$ cat config.mk
export PLATFORM = sky130hd
export DESIGN_NAME = tcp_flag_tx
export DESIGN_NICKNAME = d
export VERILOG_FILES = /design/src/rtl/tcp_pkg.sv /design/src/rtl/tcp_flag_fifo.sv /design/src/rtl/tcp_flag_tx.sv
export SDC_FILE = /design/constraint.sdc
export NUM_CORES = 1
export LEC_CHECK = 0
export CAP_MARGIN = 10
export CORE_MARGIN = 5
export CORE_UTILIZATION = 65
export CTS_BUF_LIST = sky130_fd_sc_hd__clkbuf_2
export DETAILED_ROUTE_END_ITERATION = 7
export GPL_TIMING_DRIVEN = 0
export PLACE_DENSITY_LB_ADDON = 0.12
export RECOVER_POWER = 100
export SLEW_MARGIN = 40
export SYNTH_ARGS = -nofsm -noshare
export SYNTH_HDL_FRONTEND = slang
export SYNTH_HIERARCHICAL = 1
export SYNTH_SLANG_ARGS = --single-unit
$ cat constraint.sdc
create_clock -name clk -period 5.4 [get_ports clk]
set_input_delay 1.08 -clock clk [delete_from_list [all_inputs] [get_ports clk]]
set_output_delay 1.08 -clock clk [all_outputs]
set_load 0.02 [all_outputs]
$ cat src/rtl/tcp_pkg.sv
// Shared TCP definitions: flag request bit order, flag byte layout,
// transmit scheduler states and the request-to-byte encoder.
package tcp_pkg;

  // Bit positions inside a 4-bit flag request (matches connection FSM state bits)
  localparam int FLAG_SYN = 3;
  localparam int FLAG_RST = 2;
  localparam int FLAG_FIN = 1;
  localparam int FLAG_ACK = 0;

  // Bit positions inside the standard TCP header flag byte
  localparam int BYTE_FIN = 0;
  localparam int BYTE_SYN = 1;
  localparam int BYTE_RST = 2;
  localparam int BYTE_ACK = 4;

  typedef enum logic [1:0] {
    IDLE     = 2'd0,
    SEND     = 2'd1,
    WAIT_ACK = 2'd2
  } tx_state_t;

  // Map a 4-bit request onto the TCP flag byte; unused byte bits stay 0
  function automatic logic [7:0] flags_to_byte(input logic [3:0] flags);
    logic [7:0] b;
    b           = 8'h00;
    b[BYTE_SYN] = flags[FLAG_SYN];
    b[BYTE_RST] = flags[FLAG_RST];
    b[BYTE_FIN] = flags[FLAG_FIN];
    b[BYTE_ACK] = flags[FLAG_ACK];
    return b;
  endfunction

  // SYN and FIN consume sequence space and therefore need an ACK
  function automatic logic needs_ack(input logic [3:0] flags);
    return flags[FLAG_SYN] | flags[FLAG_FIN];
  endfunction

endpackage

$ cat src/rtl/tcp_flag_fifo.sv
// Small synchronous FIFO for pending flag requests. A flush empties the
// queue; a push in the same cycle becomes the only remaining entry.
module tcp_flag_fifo #(
  parameter int DEPTH = 4,
  parameter int WIDTH = 4
) (
  input  logic             clk,
  input  logic             rst,
  input  logic             push,
  input  logic [WIDTH-1:0] wr_data,
  input  logic             pop,
  input  logic             flush,
  output logic [WIDTH-1:0] rd_data,
  output logic             full,
  output logic             empty
);

  localparam int AW = $clog2(DEPTH);

  typedef logic [AW-1:0] ptr_t;
  typedef logic [AW:0]   cnt_t;

  logic [WIDTH-1:0] mem [DEPTH];
  ptr_t             wr_ptr_reg;
  ptr_t             rd_ptr_reg;
  cnt_t             count_reg;
  ptr_t             wr_addr;
  logic             push_ok;
  logic             pop_ok;

  assign full    = (count_reg == cnt_t'(DEPTH));
  assign empty   = (count_reg == '0);
  // A flushing push always fits: the queue is emptied first
  assign push_ok = push && (flush || !full);
  // Nothing is popped from a queue that is being flushed
  assign pop_ok  = pop && !empty && !flush;
  assign wr_addr = flush ? '0 : wr_ptr_reg;
  assign rd_data = mem[rd_ptr_reg];

  // Storage array, no reset so it can map onto RAM
  always_ff @(posedge clk) begin
    if (push_ok) begin
      mem[wr_addr] <= wr_data;
    end
  end

  // Pointer and occupancy bookkeeping; pointers wrap since DEPTH is a power of 2
  always_ff @(posedge clk or posedge rst) begin
    if (rst) begin
      wr_ptr_reg <= '0;
      rd_ptr_reg <= '0;
      count_reg  <= '0;
    end else if (flush) begin
      rd_ptr_reg <= '0;
      wr_ptr_reg <= ptr_t'(push_ok);
      count_reg  <= cnt_t'(push_ok);
    end else begin
      if (push_ok) begin
        wr_ptr_reg <= wr_ptr_reg + 1'b1;
      end
      if (pop_ok) begin
        rd_ptr_reg <= rd_ptr_reg + 1'b1;
      end
      count_reg <= count_reg + cnt_t'(push_ok) - cnt_t'(pop_ok);
    end
  end

endmodule

$ cat src/rtl/tcp_flag_tx.sv
// Transmit-side flag scheduler: queues flag requests, emits TCP flag bytes
// on a valid/ready stream, and retransmits SYN/FIN until ACKed or retries run out.
module tcp_flag_tx
  import tcp_pkg::*;
#(
  parameter int DEPTH    = 4,
  parameter int TIMO_CYC = 1000,
  parameter int MAX_RETX = 3
) (
  input  logic       clk,
  input  logic       rst,
  input  logic       req_valid,
  input  logic [3:0] req_flags,
  output logic       req_ready,
  output logic       tx_valid,
  output logic [7:0] tx_data,
  input  logic       tx_ready,
  input  logic       ack_rx,
  output logic       timo_strb,
  output logic       busy
);

  // Timer counts TIMO_CYC-1 down to 0, so clog2(TIMO_CYC) bits suffice
  localparam int TW = $clog2(TIMO_CYC);

  tx_state_t       state_reg;
  logic [3:0]      hold_reg;
  logic            tx_valid_reg;
  logic [7:0]      tx_data_reg;
  logic [TW-1:0]   timer_reg;
  logic [3:0]      retx_reg;
  logic            timo_reg;
  logic            busy_reg;
  logic            ready_en_reg;

  logic            fifo_full;
  logic            fifo_empty;
  logic [3:0]      fifo_rd;
  logic            req_accept;
  logic            fifo_push;
  logic            fifo_flush;
  logic            fifo_pop;

  assign req_ready  = ready_en_reg && !fifo_full;
  assign req_accept = req_valid && req_ready;
  // All-zero requests are accepted but never stored
  assign fifo_push  = req_accept && (req_flags != 4'b0000);
  assign fifo_flush = req_accept && req_flags[FLAG_RST];
  // A flush in IDLE defers the pop by one cycle so the RST entry is what gets sent
  assign fifo_pop   = (state_reg == IDLE) && !fifo_empty && !fifo_flush;

  tcp_flag_fifo #(
    .DEPTH (DEPTH),
    .WIDTH (4)
  ) u_fifo (
    .clk     (clk),
    .rst     (rst),
    .push    (fifo_push),
    .wr_data (req_flags),
    .pop     (fifo_pop),
    .flush   (fifo_flush),
    .rd_data (fifo_rd),
    .full    (fifo_full),
    .empty   (fifo_empty)
  );

  assign tx_valid  = tx_valid_reg;
  assign tx_data   = tx_data_reg;
  assign timo_strb = timo_reg;
  assign busy      = busy_reg;

  // Scheduler FSM with retransmit timer, retry counter and registered outputs
  always_ff @(posedge clk or posedge rst) begin
    if (rst) begin
      state_reg    <= IDLE;
      hold_reg     <= 4'b0000;
      tx_valid_reg <= 1'b0;
      tx_data_reg  <= 8'h00;
      timer_reg    <= '0;
      retx_reg     <= 4'd0;
      timo_reg     <= 1'b0;
      busy_reg     <= 1'b0;
      ready_en_reg <= 1'b0;
    end else begin
      ready_en_reg <= 1'b1;
      timo_reg     <= 1'b0;
      // busy reflects the previous cycle's state, so it trails the handshake by one cycle
      busy_reg     <= (state_reg != IDLE) || !fifo_empty;
      case (state_reg)
        IDLE: begin
          if (fifo_pop) begin
            hold_reg     <= fifo_rd;
            tx_valid_reg <= 1'b1;
            tx_data_reg  <= flags_to_byte(fifo_rd);
            state_reg    <= SEND;
          end
        end
        SEND: begin
          if (tx_ready) begin
            tx_valid_reg <= 1'b0;
            tx_data_reg  <= 8'h00;
            if (needs_ack(hold_reg)) begin
              timer_reg <= TW'(TIMO_CYC - 1);
              state_reg <= WAIT_ACK;
            end else begin
              state_reg <= IDLE;
            end
          end
        end
        WAIT_ACK: begin
          if (ack_rx || fifo_flush) begin
            // ACK beats a coincident expiry; RST abandons the segment silently
            retx_reg  <= 4'd0;
            state_reg <= IDLE;
          end else if (timer_reg == '0) begin
            if (retx_reg < 4'(MAX_RETX)) begin
              retx_reg     <= retx_reg + 4'd1;
              tx_valid_reg <= 1'b1;
              tx_data_reg  <= flags_to_byte(hold_reg);
              state_reg    <= SEND;
            end else begin
              timo_reg  <= 1'b1;
              retx_reg  <= 4'd0;
              state_reg <= IDLE;
            end
          end else begin
            timer_reg <= timer_reg - 1'b1;
          end
        end
        default: begin
          state_reg <= IDLE;
        end
      endcase
    end
  end

endmodule
Fig. 1: run 1, wires at chosen ports, followed through buffers
Scale bar: 20 um.
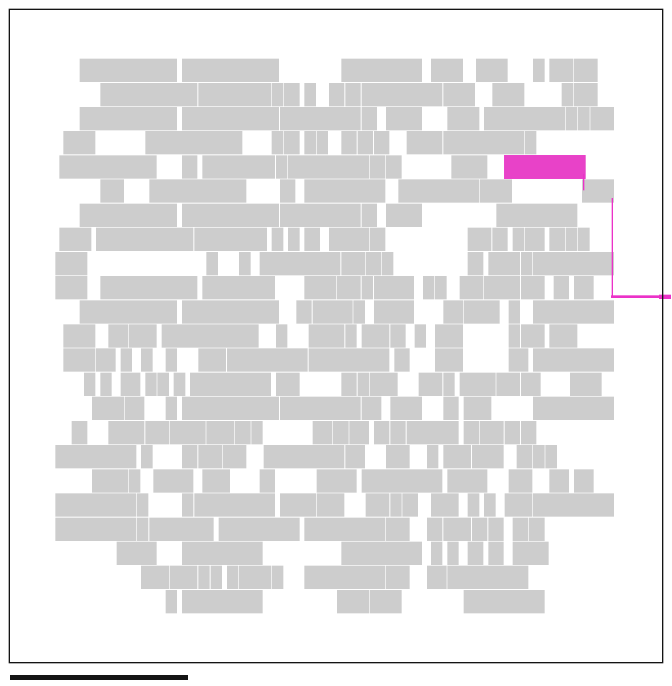
| color | port | bits | direction | end cells | buffers | wire |
|---|---|---|---|---|---|---|
| magenta | `timo_strb` | 1 | output | 1 | 1 | 18.0 um |
Top-Level Pins: 21
port bufs: 16

Fig. 2: run 1, floorplan with the power grid
Scale bar: 20 um. Pins as bars on the die edge. Tap cells in gray.
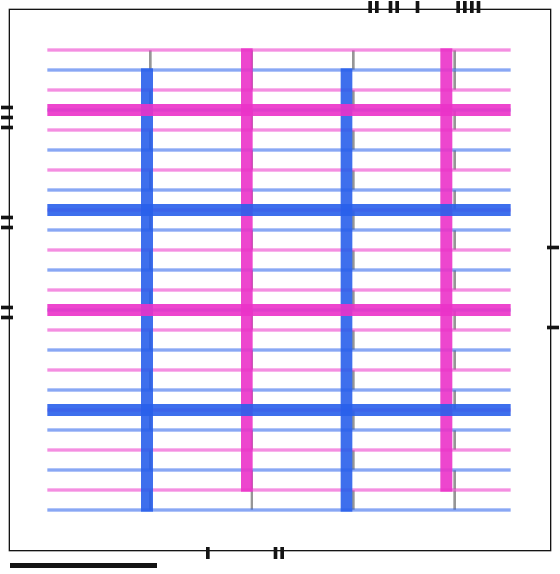
| color | net |
|---|---|
| blue | VSS |
| magenta | VDD |
tap cells: 50
met5 straps: 4
met4 straps: 4
rows: 23
signal pins: 21
die extent in y: 73.4 um
peak ir drop on the vdd network: 0.000288 V

Fig. 3: run 1, wiring heat map
15 x 15 tiles, from dark blue (low) to red (high), scaled to the fullest tile. Values are wire area over tile area, all layers added.
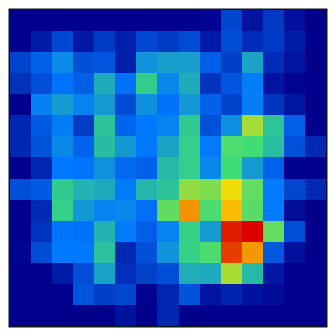
emptiest ninth of the die: top right
tiles over half the peak: 8.9%
mean over tiles: 0.15
nearly empty tiles: 23%
densest ninth of the die: middle
Total Wirelength: 4.95 mm
GR Util All Layers: 20.3%
routed length per instance: 16.0 um
count of vias placed by the detailed router: 1870

==> run 1: cells in the mapped netlist (all sizes together) (4+ instances only) <==
| master | n | area, um^2 |
|---|---|---|
| ha | 8 | 100 |
| buf | 6 | 46.3 |
| or4 | 4 | 33.8 |
| dfrtp | 35 | 876 |
| a21oi | 6 | 30.0 |
| mux2 | 7 | 78.8 |
| mux4 | 4 | 90.1 |
| nor3 | 10 | 50.1 |
| nand2 | 9 | 33.8 |
| clkbuf | 5 | 18.8 |
| nor2 | 15 | 56.3 |
| o21ai | 14 | 73.8 |
| or3 | 5 | 32.5 |
| inv | 25 | 93.8 |
| nand3 | 7 | 35.0 |
| edfxtp | 16 | 480 |
==> run 1: layer usage <==
metal  share of wire (%)  up-vias  routed length [um]
met3                 5.2       19                 256
met1                  40      899                1960
met5                   0        -                   0
met4                 2.5        0                 122
li1                    -      894                   -
met2                  53       58                2610
==> run 1: logic make-up after synthesis <==
group | count (synthesis)
compound gates | 50
xor+xnor | 4
fa+ha+maj | 9
buf+inv | 36
flops | 51
mux | 14
other cells | 2
simple gates | 66
==> run 1: through the flow <==
step	total power (uW)	std cells	instance area (um^2)	utilization (%)	hold WS [ns]
after floorplan	1020	235	2630	-	0.449
after global placement	1150	301	2850	72.3	0.464
after detailed placement	1180	301	2850	72.3	0.470
after CTS	1330	309	2900	73.4	0.517
after global routing	1410	309	2880	72.9	0.540
final	1300	309	2880	72.9	0.515
==> run 1: final cells by class <==
cell class	instances	area share [%]
plain buffers	11	2.26
clock buffers	5	0.870
clock inverters	3	0.696
inverters	25	3.26
multi-input cells	148	38.0
flip-flops and latches	51	47.2
well taps	50	2.18
repair buffers	16	5.57
==> notes.md, run 1 <==
Observations from the implementation run.

Clock network:
- In this run the deepest clock path goes through 2 buffers.
- On the reported timing paths, the clock transition at the registers reads 0.26 ns.
- The run gives the clock root buffer as sky130_fd_sc_hd__clkbuf_2.
- The run gives the CTS tree as yes.
- The run puts the deepest level of the CTS H-tree at 2.
- The run puts the number of clock sinks at 51.
- The run puts the count of instances resized after the clock tree is built at 0.
- The run puts the clock latency at the later pin of the worst-skew pair at 0.44 ns.

Pwr:
- Per the summary, power density relative to cell area is 453 nW/um^2.
- Sequential power for this build is 580 uW.
- Looking at the group totals, the largest power group turns out to be sequential cells.
- The flow reports that the clock network draws 11.6% of the design power.
- The run gives the power consumed by combinational cells as 572 uW.
- The run gives the net switching power as 521 uW.
- The power report attributes to the sequential group a share of 44.5%.
- The run gives the total clock network power as 151 uW.
- Net switching is 40.0% of the power.
- The run gives the part of the power in combinational logic as 43.9%.
- The run puts the total internal power at 782 uW.

Logic synthesis:
- The run gives the dominant register cell as sky130_fd_sc_hd__dfrtp_1.
- Summing the areas of all and, or, nand and nor instances in the mapped netlist gives 13.8% of the synthesized area.
- In the synthesized netlist the async set-or-reset flop fraction comes to 68.6%.
- The run gives the synthesis-stage register bit count as 51.
- Summing the areas of all xor and xnor instances in the mapped netlist gives 1.34% of the synthesized area.
- The run gives the count of flip-flops with a built-in enable after synthesis as 16.
- Of the combinational cells, the family taking the most area is AND-OR/OR-AND gates.
- The run puts the number of synthesis warnings at 6.
- The run puts the adder-cell share of the synthesized area at 4.59%.
- The run gives the compound-cell area share of the yosys netlist as 14.4%.
- The run puts the sequential cell area fraction in the yosys report at 51.8%.
- Summing every instance area after synthesis gives 2620 um^2.
- The run puts the total cell area reported by yosys after synthesis at 2620 um^2.
- Per the post-synthesis stats, the area per cell is 11.3 um^2.
- Yosys mapped the design onto 60 distinct sky130hd cell types.

Place:
- The run puts the final weighted congestion in routability-driven placement at 0.822.
- The run gives the placement-stage worst setup slack as 1.47 ns.
- The run gives the detailed-placement wirelength estimate as 3.73 mm.

Critical path:
- The run gives the startpoint of the most critical setup path as req_flags[2].
- STA classifies the critical path endpoint as a register.
- For the worst reg-to-reg path, the startpoint reported by OpenROAD is u_fifo/count_reg[1].
- Among cell families on the critical path, the largest total delay comes from AND-OR/OR-AND gates.
- The run gives the number of buffer and inverter instances along the worst setup path as 2.
- The run puts the biggest fanout along the worst timing path at 7.
- The OpenROAD report gives the critical path a required time of 5.79 ns.
- The critical path in this run is classified as in2reg.
- The run gives the end point of the critical path as timer_reg[1].
- The run gives the critical path depth in cells as 6.
- Listed in order, past its start point the critical path passes dlygate4sd3_1 -> nand4b_1 -> inv_1 -> a2111oi_0 -> a21oi_1 -> a21oi_1.
- STA classifies the critical path startpoint as an input pin.
- The run gives the data arrival at the endpoint of the critical path as 4.33 ns.
- In this run the critical register-to-register path is captured at timer_reg[1].
- The run gives the worst stage delay on the critical path as 1.48 ns.

Global route:
- The run puts the pin count of the biggest net entering global routing at 29.
- Per the GRT congestion report, total overflow comes to 0.
- The run puts the met2 capacity usage during global routing at 35.5%.
- The run puts the initial antenna violation count at 0.
- The number of global-route vias before repair was 1821.

Status:
- The checks that failed: max-capacitance violations, max-slew violations.
- The flow ran to the end, but the final reports show violations.

Final timing:
- The run gives the worst-margin pin slew as 1.78 ns.
- The run gives the final tally of hold violations as 0.
- The run puts the least setup slack across all paths after layout at 1.46 ns.
- The run puts the highest clock frequency the design can meet at 254 MHz.
- The run gives the worst relative slew slack as -21.4%.
- Max-slew check failures listed in the final report amount to 8.
- The run gives the final critical delay including setup and external delays as 3.94 ns.

Floorplan:
- The run gives the site row count as 23.
- The initial utilization of the core area, before any placement, comes to 66.4%.
- The run gives the x dimension of the die as 73.4 um.
- The die covers 5390 um^2.

Final layout:
- The register with the most flip-flops in the layout has 16 of them.
- The run gives the highest-count logic cell in the final layout as sky130_fd_sc_hd__dfrtp_1.
- The run gives the area growth from synthesis to layout as 9.90%.
- Of the cells placed in the final design, the portion with a size suffix greater than 1 is 12.4%.
- The run gives the count of antenna diodes in the layout as 0.
- According to the finish report, the design has a final net count of 276.
- The top cell types in the final layout, fill and taps aside, are sky130_fd_sc_hd__dfrtp_1 (35), sky130_fd_sc_hd__inv_1 (25), sky130_fd_sc_hd__edfxtp_1 (16).
- The layout has 280 filler cells.

Drt:
- The run puts the detailed router's first-iteration violation count at 136.
- The detail route stage leaves a number of antenna-violating nets equal to 0.

Hold path:
- The run gives the classification of the worst-slack hold path as reg2reg.
- The run gives the worst hold path startpoint as hold_reg[2].
- The number of cells on the worst hold path is listed as 2.

Job:
- The run gives the number of max-capacitance violations reported as 1.
==> run 1 -> run 2 <==
- CORE_UTILIZATION: 65 -> 54
- clock period: 5.4 -> 3.55 ns (I/O delays scaled with it)
==> run 2 against run 1 <==
Net effect:
- the run now ends clean
- flip-flop count unchanged
- hold slack better by 0.0054 ns
- sequential share of layout area down 0.67 points
- critical path depth up 8
- largest cell class unchanged
- largest power group unchanged
- highest routed layer unchanged
==> notes.md, run 2 <==
Observations from the implementation run.

Pwr:
- The run gives the sequential share of power as 42.8% (-1.7 points).
- The run puts the part of the power in combinational logic at 42.4% (-1.5 points).
- The power per cell area came to 703 nW/um^2 (+55%).
- The post-layout total power is 2050 uW (+57%).
- The clock share of power was 14.8% (+3.2 points).
- The total internal power is 1260 uW (+62%).
- The highest ir drop seen on vdd was 0.000349 V (+21%).
- The proportion of total power due to net switching was 38.4% (-1.6 points).
- The run gives the net switching power as 787 uW (+51%).

Global route:
- The run puts the overall fraction of global-route tracks in use at 17.6% (-2.8 points).
- The run gives the number of global-route vias before repair as 1804 (-0.93%).
- The run puts the initial antenna violation count at 0 (unchanged).
- The run gives the aggregate global routing overflow as 0 (unchanged).
- The run gives the pin count of the biggest net entering global routing as 29 (unchanged).

Floorplan:
- The effective utilization at floorplan came to 55.4% (-11 points).
- The run puts the height of the chip at 79.6 um (+8.4%).
- The run gives the overall die area as 6340 um^2 (+17%).
- The run puts the boundary pin count at 21 (unchanged).
- The x dimension of the die is 79.6 um (+8.4%).
- The run puts the site row count at 25 (+8.7%).

Logic synthesis:
- The run gives the count of flip-flops with a built-in enable after synthesis as 16 (unchanged).
- The run gives the count of unique library cells instantiated by Yosys as 60 (unchanged).
- The area share of the leading cell type in the synthesized netlist was 33.5% (unchanged).
- The main area contributors are sky130_fd_sc_hd__dfrtp_1 (33%), sky130_fd_sc_hd__edfxtp_1 (18%), sky130_fd_sc_hd__ha_1 (3.8%).
- The run puts the total cell area reported by yosys after synthesis at 2620 um^2 (unchanged).
- The run puts the synthesis-stage register bit count at 51 (unchanged).
- By count the netlist is led by sky130_fd_sc_hd__dfrtp_1 (35), sky130_fd_sc_hd__inv_1 (25), sky130_fd_sc_hd__edfxtp_1 (16).
- The run puts the cell area after synthesis at 2620 um^2 (unchanged).
- sky130_fd_sc_hd__dfrtp_1 is the most common cell in the netlist.
- The run gives the top cell type by total area after synthesis as sky130_fd_sc_hd__dfrtp_1.
- The post-synthesis async set-or-reset flop share is 68.6% (unchanged).
- The run puts the sequential cell area fraction in the yosys report at 51.8% (unchanged).
- The run puts the synthesized area per cell at 11.3 um^2 (unchanged).
- For this run, the leading register cell type out of synthesis is sky130_fd_sc_hd__dfrtp_1.
- The number of synthesis warnings came to 6 (unchanged).

Clock network:
- The clock latency at the later pin of the worst-skew pair came to 0.44 ns (about the same).
- Looking at the clock tree report, the root buffer type is sky130_fd_sc_hd__clkbuf_2.
- The run gives the clock slew at the register clock pins of the worst setup and hold paths as 0.26 ns (about the same).
- The number of clock sinks is 51 (unchanged).
- The deepest level of the CTS H-tree was 2 (unchanged).
- TritonCTS built the clock tree.
- The run puts the count of instances resized after the clock tree is built at 0 (unchanged).
- The number of buffers between clock root and the deepest sink is 2 (unchanged).

Final layout:
- The most common logic cells in the final layout are sky130_fd_sc_hd__dfrtp_1 (35), sky130_fd_sc_hd__inv_1 (25), sky130_fd_sc_hd__edfxtp_1 (16).
- Counting only logic cells after layout, the most numerous master is sky130_fd_sc_hd__dfrtp_1.
- The filler cell count in the final layout came to 408 (+46%).
- The count of antenna diodes in the layout was 0 (unchanged).
- The run gives the number of flip-flops under the largest register name as 16 (unchanged).
- The fraction of layout cells with a size suffix above 1 was 12.0% (-0.39 points).
- The final net count was 276 (unchanged).
- The run puts the multi-input logic area at 1100 um^2.
- The area growth from synthesis to layout is 11.5%.
- The sequential cells in the finished layout cover a total of 1360 um^2.
- The run puts the number of standard cells in the final layout excluding fillers at 326 (+5.5%).
- The post-layout utilization of the core is 61.7% (-11 points).

Hold path:
- The run puts the hold path depth at 2 (unchanged).
- The worst hold path belongs to the class reg2reg.

Final timing:
- The run puts the least setup slack across all paths after layout at 0.393 ns (-1.07 ns).
- The worst-margin pin slew was 1.10 ns (-0.677 ns).
- The run puts the number of slew-limit violations in the final report at 0 (-8).
- The run puts the final cycle utilization of the critical path at 88.9%.
- Setup repair after global routing left no endpoint under its margin.
- The run puts the hold slack at 0.520 ns (+0.00538 ns).
- The final tally of hold violations is 0 (unchanged).
- The run puts the final critical delay including setup and external delays at 3.16 ns.
- The run puts the highest clock frequency the design can meet at 317 MHz.
- The worst relative slew slack is 26.7% (+48 points).

Place:
- The run puts the post-place instance area at 2870 um^2 (+0.75%).
- The run puts the detailed-placement wirelength estimate at 3.67 mm (-1.8%).
- The run gives the total placed cells including tap cells as 318 (+5.6%).
- The placement-stage worst setup slack came to -0.00553 ns (-1.48 ns).
- The run puts the final weighted congestion in routability-driven placement at 0.900 (+9.5%).
- The run gives the number of buffers added on ports as 16 (unchanged).

Critical path:
- The run gives the class of the most critical setup path as reg2reg.
- The worst setup path is launched from a register.
- The critical path goes through or3b_1 -> inv_1 -> nand4b_1 -> nand3b_1 -> inv_1 -> o31ai_1 -> nor2_1 -> ha_1 -> inv_1 -> ha_1 -> inv_1 -> fa_1 -> xnor2_1 -> nor2_1.
- The run gives the data arrival at the endpoint of the critical path as 3.49 ns (-0.84 ns).
- The run gives the number of cell instances on the worst register-to-register path as 14.
- The run gives the endpoint of the worst register-to-register path as u_fifo/count_reg[2].
- The number of buffer and inverter instances along the worst setup path was 4 (+2).
- The run gives the register-to-register setup slack as 0.39 ns.
- The critical path ends at u_fifo/count_reg[2].
- On the critical path the largest part of the delay comes from simple AND/OR/NAND/NOR gates.
- The worst setup path is captured at a register.
- The run puts the critical path depth in cells at 14 (+8).
- The run gives the biggest fanout along the worst timing path as 9 (+2).
- The run gives the worst path required time as 3.88 ns (-1.91 ns).
- The startpoint identified for the worst register-to-register timing path is u_fifo/count_reg[1].
- The run gives the startpoint of the most critical setup path as u_fifo/count_reg[1].
- The run gives the worst stage delay on the critical path as 0.51 ns (-0.97 ns).

Status:
- The flow ran to the end, and the final reports show no timing, DRC or antenna violations.

Drt:
- The run gives the via count as 1830 (-2.1%).
- For this run, the detailed router reports a per-instance via density of 5.61.
- The count of antenna-violating nets left after detailed routing came to 0 (unchanged).
- The run gives the detailed router's first-iteration violation count as 119 (-13%).

Job:
- The number of max-capacitance violations reported was 0 (-1).
[run 2: how the worst min path moves through the flow]
stage	from	to	slack (ns)
after floorplan	hold_reg[0]	hold_reg[0]	0.45
after global placement	hold_reg[2]	hold_reg[2]	0.46
after detailed placement	hold_reg[0]	hold_reg[0]	0.47
after CTS	rst	u_fifo/count_reg[2]	0.52
after global routing	timer_reg[9]	timer_reg[9]	0.55
final	hold_reg[0]	hold_reg[0]	0.52
[run 2: metal layers]
layer	part of all wire, %	up-vias	global-route usage, %
met5	0	-	0
met4	1.2	0	5.50
li1	-	897	-
met3	4.6	5	3.84
met2	48	45	27.7
met1	46	883	24.1
[run 2: final cells by class]
class / count / area share [%]
well taps: 67 / 2.87
clock inverters: 2 / 1.33
clock buffers: 6 / 1.03
plain buffers: 11 / 1.97
repair buffers: 16 / 5.49
inverters: 25 / 3.22
multi-input cells: 148 / 37.6
flip-flops and latches: 51 / 46.5
[run 2: power by group through the flow]
stage | clock (uW) | sequential [uW] | combinational, uW
2_1_floorplan | 0 | 899 | 648
3_3_place_gp | 0 | 888 | 883
3_5_place_dp | 0 | 893 | 900
4_1_cts | 316 | 881 | 904
5_1_grt | 343 | 902 | 985
6_report | 305 | 878 | 869
[run 2: kinds of logic (layout without fill, tap and decap cells)]
| kind of cell | count (synthesis) | count (layout) | synth area share [%] |
|---|---|---|---|
| flops | 51 | 51 | 51.8 |
| compound gates | 50 | 50 | 14.4 |
| xor+xnor | 4 | 4 | 1.34 |
| fa+ha+maj | 9 | 9 | 4.59 |
| other cells | 2 | 5 | 0.287 |
| buf+inv | 36 | 60 | 6.07 |
| simple gates | 66 | 66 | 13.8 |
| mux | 14 | 14 | 7.60 |
Fig. 4: run 2, cell classes on the final placement
Fill, decap, tap and diode cells in gray.
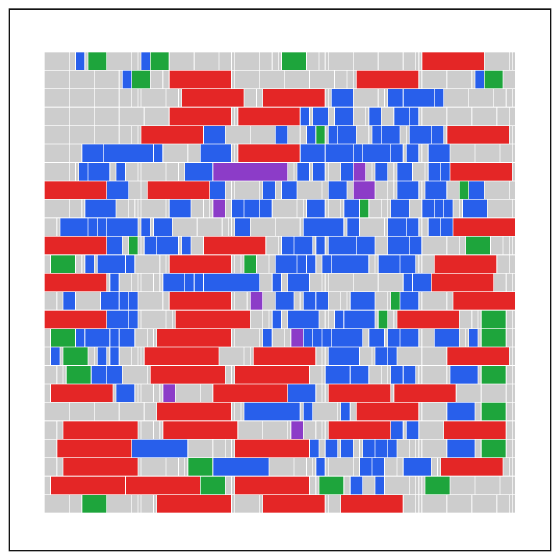
| color | class | cells | share of their area |
|---|---|---|---|
| red | flip-flops | 51 | 48% |
| blue | all other logic | 173 | 42% |
| purple | clock drivers and dummy loads | 8 | 2.4% |
| green | other buffers and delay cells | 27 | 7.7% |
core region area: 4720 um^2
sequential share of cell area: 46.5%
final cell area excluding filler cells: 2920 um^2

Fig. 5: run 2, wiring heat map
16 x 16 tiles, from dark blue (low) to red (high), scaled to the fullest tile. Values are wire area over tile area, all layers added.
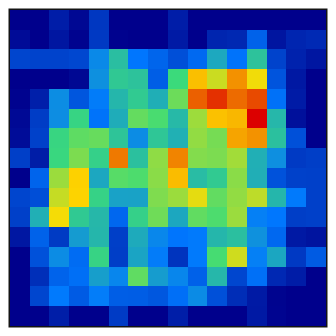
mean over tiles: 0.12
fullest tile: 0.43
tiles over half the peak: 20%
Total Wirelength: 4.88 mm
routed length per instance: 15.0 um

Fig. 6: run 2, wires at chosen ports, followed through buffers
Scale bar: 20 um.
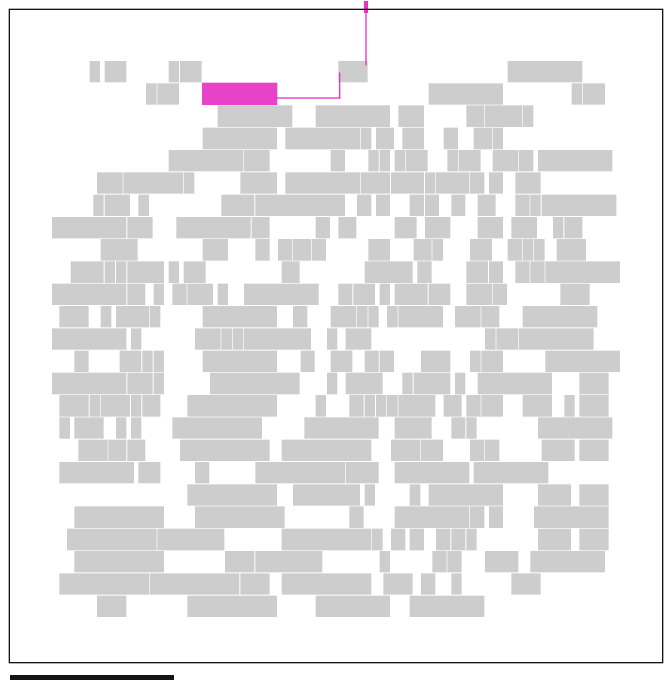
| color | port | bits | direction | end cells | buffers | wire |
|---|---|---|---|---|---|---|
| magenta | `timo_strb` | 1 | output | 1 | 1 | 17.2 um |

Power figures rest on the tool's default switching activity, not on a simulated workload.
